==> src/rtl/formato_pkg.sv <==
// Shared number formats and the per-lane record used by the SIMD operand queue.
package formato_pkg;

    // Unsigned Q8.8 fixed-point fractional weight.
    typedef logic [15:0] q8_8_t;

    // Bilinear operands for one SIMD lane. The pixel fields are fixed at 8 bits.
    typedef struct packed {
        logic [7:0] p00;
        logic [7:0] p10;
        logic [7:0] p01;
        logic [7:0] p11;
        q8_8_t      fx;
        q8_8_t      fy;
    } carril_t;

    // A disabled lane is stored as all zeros.
    function automatic carril_t carril_enmascarar(input carril_t c, input logic en);
        return en ? c : '0;
    endfunction

endpackage

==> src/rtl/cola_ctrl.sv <==
// Pointer, occupancy and push/pop/flush arbitration for a DEPTH-entry queue.
module cola_ctrl #(
    parameter int DEPTH = 4,
    parameter int AW    = $clog2(DEPTH),
    parameter int CW    = $clog2(DEPTH + 1)
) (
    input  logic          clk,
    input  logic          rst_n,
    input  logic          vaciar,
    input  logic          push_req,
    input  logic          pop_req,
    output logic          push,
    output logic          pop,
    output logic [AW-1:0] wr_ptr,
    output logic [AW-1:0] rd_ptr,
    output logic [CW-1:0] ocupacion,
    output logic          lleno,
    output logic          vacio
);

    // Status flags and effective transfers; a flush cancels both transfers.
    always_comb begin
        lleno = (ocupacion == CW'(DEPTH));
        vacio = (ocupacion == '0);
        push  = push_req && !lleno && !vaciar;
        pop   = pop_req && !vacio && !vaciar;
    end

    // Pointer and counter state; pointers wrap naturally at DEPTH.
    always_ff @(posedge clk or negedge rst_n) begin
        if (!rst_n) begin
            wr_ptr    <= '0;
            rd_ptr    <= '0;
            ocupacion <= '0;
        end else if (vaciar) begin
            wr_ptr    <= '0;
            rd_ptr    <= '0;
            ocupacion <= '0;
        end else begin
            if (push) wr_ptr <= wr_ptr + AW'(1);
            if (pop)  rd_ptr <= rd_ptr + AW'(1);
            case ({push, pop})
                2'b10:   ocupacion <= ocupacion + CW'(1);
                2'b01:   ocupacion <= ocupacion - CW'(1);
                default: ocupacion <= ocupacion;
            endcase
        end
    end

endmodule

==> src/rtl/cola_operandos_simd.sv <==
// DEPTH-entry first-word-fall-through queue of N-lane bilinear operand beats.
module cola_operandos_simd
    import formato_pkg::*;
#(
    parameter int N     = 4,
    parameter int DEPTH = 4,
    parameter int PIX_W = 8,
    parameter int CW    = $clog2(DEPTH + 1)
) (
    input  logic             clk,
    input  logic             rst_n,
    input  logic             vaciar,
    input  logic             difusion,
    input  logic             entrada_valida,
    output logic             entrada_lista,
    input  logic [N-1:0]     mascara_entrada,
    input  logic [PIX_W-1:0] p00_entrada [N],
    input  logic [PIX_W-1:0] p10_entrada [N],
    input  logic [PIX_W-1:0] p01_entrada [N],
    input  logic [PIX_W-1:0] p11_entrada [N],
    input  q8_8_t            fx_entrada [N],
    input  q8_8_t            fy_entrada [N],
    output logic             salida_valida,
    input  logic             salida_lista,
    output logic [N-1:0]     mascara,
    output logic [PIX_W-1:0] p00 [N],
    output logic [PIX_W-1:0] p10 [N],
    output logic [PIX_W-1:0] p01 [N],
    output logic [PIX_W-1:0] p11 [N],
    output q8_8_t            fx [N],
    output q8_8_t            fy [N],
    output logic [CW-1:0]    ocupacion,
    output logic             lleno,
    output logic             vacio
);

    localparam int AW = $clog2(DEPTH);

    logic          push;
    logic          pop;
    logic [AW-1:0] wr_ptr;
    logic [AW-1:0] rd_ptr;

    carril_t       linea   [N];
    carril_t       mem     [DEPTH][N];
    logic [N-1:0]  mem_msk [DEPTH];

    cola_ctrl #(
        .DEPTH (DEPTH)
    ) u_ctrl (
        .clk       (clk),
        .rst_n     (rst_n),
        .vaciar    (vaciar),
        .push_req  (entrada_valida),
        .pop_req   (salida_lista),
        .push      (push),
        .pop       (pop),
        .wr_ptr    (wr_ptr),
        .rd_ptr    (rd_ptr),
        .ocupacion (ocupacion),
        .lleno     (lleno),
        .vacio     (vacio)
    );

    // Handshake status is a pure function of occupancy.
    always_comb begin
        entrada_lista = !lleno;
        salida_valida = !vacio;
    end

    // Lane formatting on write: broadcast lane-0 weights first, then mask.
    always_comb begin
        for (int unsigned k = 0; k < N; k++) begin
            linea[k].p00 = p00_entrada[k];
            linea[k].p10 = p10_entrada[k];
            linea[k].p01 = p01_entrada[k];
            linea[k].p11 = p11_entrada[k];
            linea[k].fx  = difusion ? fx_entrada[0] : fx_entrada[k];
            linea[k].fy  = difusion ? fy_entrada[0] : fy_entrada[k];
            linea[k]     = carril_enmascarar(linea[k], mascara_entrada[k]);
        end
    end

    // Beat storage; zeroed by reset only, a flush leaves contents in place.
    always_ff @(posedge clk or negedge rst_n) begin
        if (!rst_n) begin
            for (int unsigned d = 0; d < DEPTH; d++) begin
                mem_msk[d] <= '0;
                for (int unsigned k = 0; k < N; k++) begin
                    mem[d][k] <= '0;
                end
            end
        end else if (push) begin
            mem_msk[wr_ptr] <= mascara_entrada;
            for (int unsigned k = 0; k < N; k++) begin
                mem[wr_ptr][k] <= linea[k];
            end
        end
    end

    // Head beat driven straight from storage at the read pointer.
    always_comb begin
        mascara = mem_msk[rd_ptr];
        for (int unsigned k = 0; k < N; k++) begin
            p00[k] = mem[rd_ptr][k].p00;
            p10[k] = mem[rd_ptr][k].p10;
            p01[k] = mem[rd_ptr][k].p01;
            p11[k] = mem[rd_ptr][k].p11;
            fx[k]  = mem[rd_ptr][k].fx;
            fy[k]  = mem[rd_ptr][k].fy;
        end
    end

endmodule

==> config.mk <==
export PLATFORM = sky130hd
export DESIGN_NAME = cola_operandos_simd
export DESIGN_NICKNAME = d
export VERILOG_FILES = /design/src/rtl/formato_pkg.sv /design/src/rtl/cola_ctrl.sv /design/src/rtl/cola_operandos_simd.sv
export SDC_FILE = /design/constraint.sdc
export NUM_CORES = 2
export LEC_CHECK = 0
export ABC_CLOCK_PERIOD_IN_PS = 2900
export CAP_MARGIN = 20
export CORE_MARGIN = 1
export CORE_UTILIZATION = 35
export DETAILED_ROUTE_END_ITERATION = 10
export PLACE_DENSITY_LB_ADDON = 0.12
export SYNTH_ARGS = -nofsm -noshare
export SYNTH_HDL_FRONTEND = slang
export SYNTH_SLANG_ARGS = --single-unit
==> constraint.sdc <==
create_clock -name clk -period 2.9 [get_ports clk]
set_input_delay 0.87 -clock clk [delete_from_list [all_inputs] [get_ports clk]]
set_output_delay 0.87 -clock clk [all_outputs]
set_load 0.02 [all_outputs]
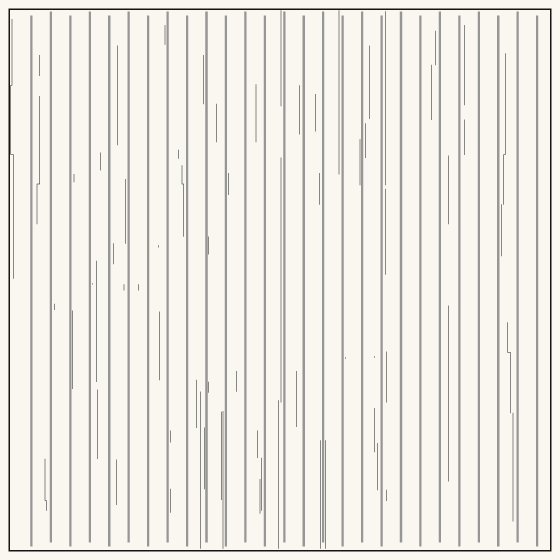
(images/m4.png)
Supply wires on this layer in gray.
- longest straight run: 171 um
- nets with wire on the layer: 32
- wire length on this layer: 3,140 um
Vias: 29,760
drt total wl: 143.5 mm

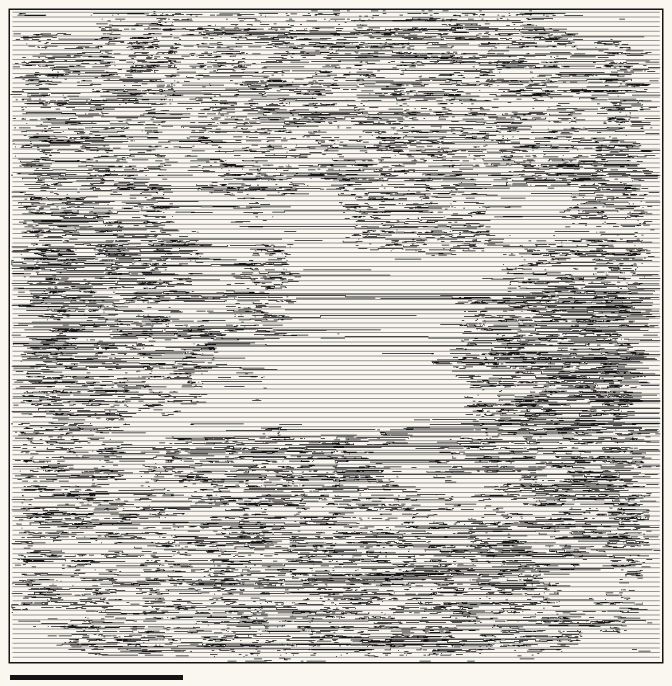
(images/m1.png)
Scale bar: 100 um. Supply wires on this layer in gray.
- main direction: horizontal
- wire length on this layer: 66.4 mm
GR Layer Usage met1: 28.45%

==> impl_metrics.py <==
# Generated from Yosys and OpenROAD reports
metrics = {
    "outcome": {
        "status": "finished, violations left",
        "violations": "setup timing",
    },
    "synthesis": {
        "ys_ff": 1047,
        "edf_count": 0,
        "synth_nets": 3662,
        "syn-instance-count": 3391,
        "ys_cells": 3391,
        "syn_avg_cell_area_um2": 14.49,
        "ys_async_sr_fraction_pct": 100.0,
        "ys_sh_mux_pct": 34.76,
        "simple_gate_area_share_pct": 4.073,
        "aoi_share_pct": 1.184,
        "yosys_warnings": 0,
        "ys.flop_type": "dfrtp_1",
        "ys_top_logic_family": "multiplexers",
        "xor_share_pct": 0.07128,
        "yosys.stat.seqShare_pct": 53.31,
        "synth_cell_types": 40,
        "ys_sh_adder_pct": 0.1426,
        "ys_chip_area_um2": 49150,
    },
    "worst_hold_path": {
        "holdCritPathClass": "in -> async",
    },
    "die": {
        "taps": 1876,
        "die_h_um": 376.7,
        "dieArea_um2": 141900,
        "fp.dieW_um": 376.7,
        "core_area_um2": 139400,
        "ios": 533,
        "fp_util_pct": 35.27,
        "rows": 137,
    },
    "global_route": {
        "antenna_found_initial": 26,
        "grtUsageMet2_pct": 31.59,
        "track_usage_pct": 20.14,
        "grt_pass1_vias": 31650,
        "grt_max_degree": 95,
        "grt-ovfl-total": 0,
        "top_usage_layer": "met2",
        "grt_pass1_wl_mm": 214.1,
    },
    "place": {
        "place_congestion": 0.7756,
        "dp_slack_ns": -0.05211,
        "port_buffers": 532,
        "dp_hpwl_mm": 99.48,
        "placed_area_um2": 57840,
    },
    "final_layout": {
        "lay_top_count": "dfrtp_1",
        "logic_gates": 1735,
        "stdcell_count": 6122,
        "nonClkBufAreaFrac_pct": 13.81,
        "mostFrequentLayoutCells": "1,045 x dfrtp_1, 404 x mux2_1, 389 x inv_1",
        "largest_class": "registers",
        "utilization_pct": 44.81,
        "mi_logic_area_um2": 19780,
        "fillers": 12660,
        "num-nonclk-inverters": 389,
        "n_clock_buffer": 187,
        "nets": 4411,
        "final_layout_size_suffix_gt1_share_pct": 29.58,
        "seq_area_share_pct": 41.97,
        "ff_count": 1047,
        "ff_latch_area_um2": 26210,
        "clk_share_pct": 6.416,
        "antenna-diode-count": 10,
        "comb_share_pct": 31.67,
    },
    "cts": {
        "htree_levels": 3,
        "ctsResizeCount": 361,
        "cts_setup_buffers": 5,
        "cts_root_buf": "clkbuf_16",
        "cts.reportedPaths.clkPinSlew_ns": 0.06,
        "clockBufferDepth": 3,
        "cts.sinks": 1047,
        "cts_tree": "done",
        "numCtsBuffers": 121,
    },
    "timing": {
        "finalCritPeriodShare_pct": 116.1,
        "setup_ws_ns": -0.4681,
        "setup_viol": 260,
        "tightest_slew_ns": 1.022,
        "clock.fmax_ghz": 0.2969,
        "period_minus_slack_ns": 3.368,
        "rsz0062_at_grt": "yes",
        "maxSlewHeadroom_pct": 31.14,
        "final_max_slew_viol_count": 0,
        "finalHoldViolCount": 0,
    },
    "setup_path": {
        "crit_required_ns": 2.03,
        "worst-setup-path-type": "reg -> out",
        "crit_path_end_kind": "output pin",
        "reg2reg_depth": 6,
        "worstPathArrival_ns": 2.50,
    },
    "routing": {
        "route.met2.wl_mm": 67.08,
        "drtIter0Drc": 1334,
        "dr_wl_met3_mm": 6.853,
        "wl_met1_mm": 66.37,
        "drc": 0,
        "avgViaCountPerCell": 4.861,
        "ant_nets": 0,
    },
    "job": {
        "warnings": 32,
    },
    "power_and_ir_drop": {
        "vdd_drop_max_uv": 591.9,
        "p_leak_nw": 31.69,
        "power_density_nw_per_um2": 765.8,
    },
}
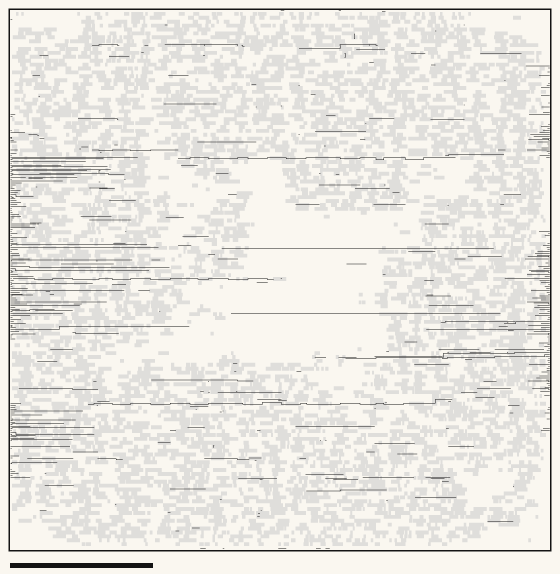
(images/m3.png)
Scale bar: 100 um. Cells faint in the background.
- share of all routed wire: 4.8%
- main direction: horizontal
GRT met3 Usage: 4.171%

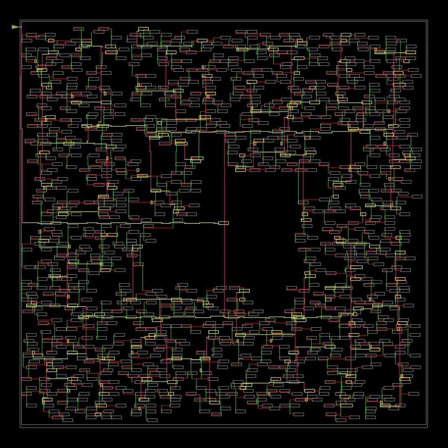
(images/clock_nets.png)
Clk power: 15.4 mW
Latency at later pin: 0.72 ns
clk_skew: 0.03225 ns

## cells by family (layout without fill, tap and decap cells)
kind of cell / count (synthesis) / after routing
mux: 1300 / 1300
flops: 1047 / 1047
buf+inv: 609 / 1454
simple gates: 315 / 315
compound gates: 111 / 111
fa+ha+maj: 5 / 5
xor+xnor: 4 / 4
other cells: 0 / 10
## sequential cells by signal (all words and copies together) (netlist names)
register	flops
mem	1024
mem_msk	16
u_ctrl.ocupacion	3
u_ctrl.rd_ptr	2
u_ctrl.wr_ptr	2
## path summary, 6_finish.rpt
path                            end           startpoint
max                         p11[27]     u_ctrl.rd_ptr[0]
min                        mem[616]                rst_n
max reg2reg                mem[817]  u_ctrl.ocupacion[1]
min reg2reg                mem[470]             mem[470]
max in group asynchronous   mem[77]                rst_n
min in group clk           mem[470]             mem[470]
## stage by stage
step	hold WS, ns	TNS [ns]	power, mW
floorplan	0.4587	0	27.29
global placement	0.4677	-0.3565	32.71
detailed placement	0.4755	-0.5998	32.87
CTS	0.09283	-133.96	47.94
global route	0.1260	-116.51	50.30
finish	0.1443	-89.36	47.82
## critical path, stage by stage (launching register included)
cell	delay [ns]
dfrtp_4	0.46
buf_12	0.20
buf_4	0.16
clkbuf_16	0.15
buf_4	0.11
mux4_2	0.49
buf_2	0.18
## synthesized netlist by cell type, types with 28 or more instances
library cell  count  share of area [%]
and2_1          193                2.5
buf_2            28               0.29
buf_6            68                1.6
clkbuf_1         62               0.47
dfrtp_1        1047                 53
inv_1           389                3.0
mux2_1          404                9.3
mux2_2          252                5.8
mux2i_1         384                7.8
mux4_2          260                 12
nor2b_1          97                1.2
o21ai_0          98                1.0
## power by group
part / internal [mW] / total, mW / switching [mW]
clock: 9.13 / 15.4 / 6.23
sequential: 18.2 / 20.1 / 1.83
combinational: 6.44 / 12.4 / 5.98
Power and IR drop assume default switching activity.
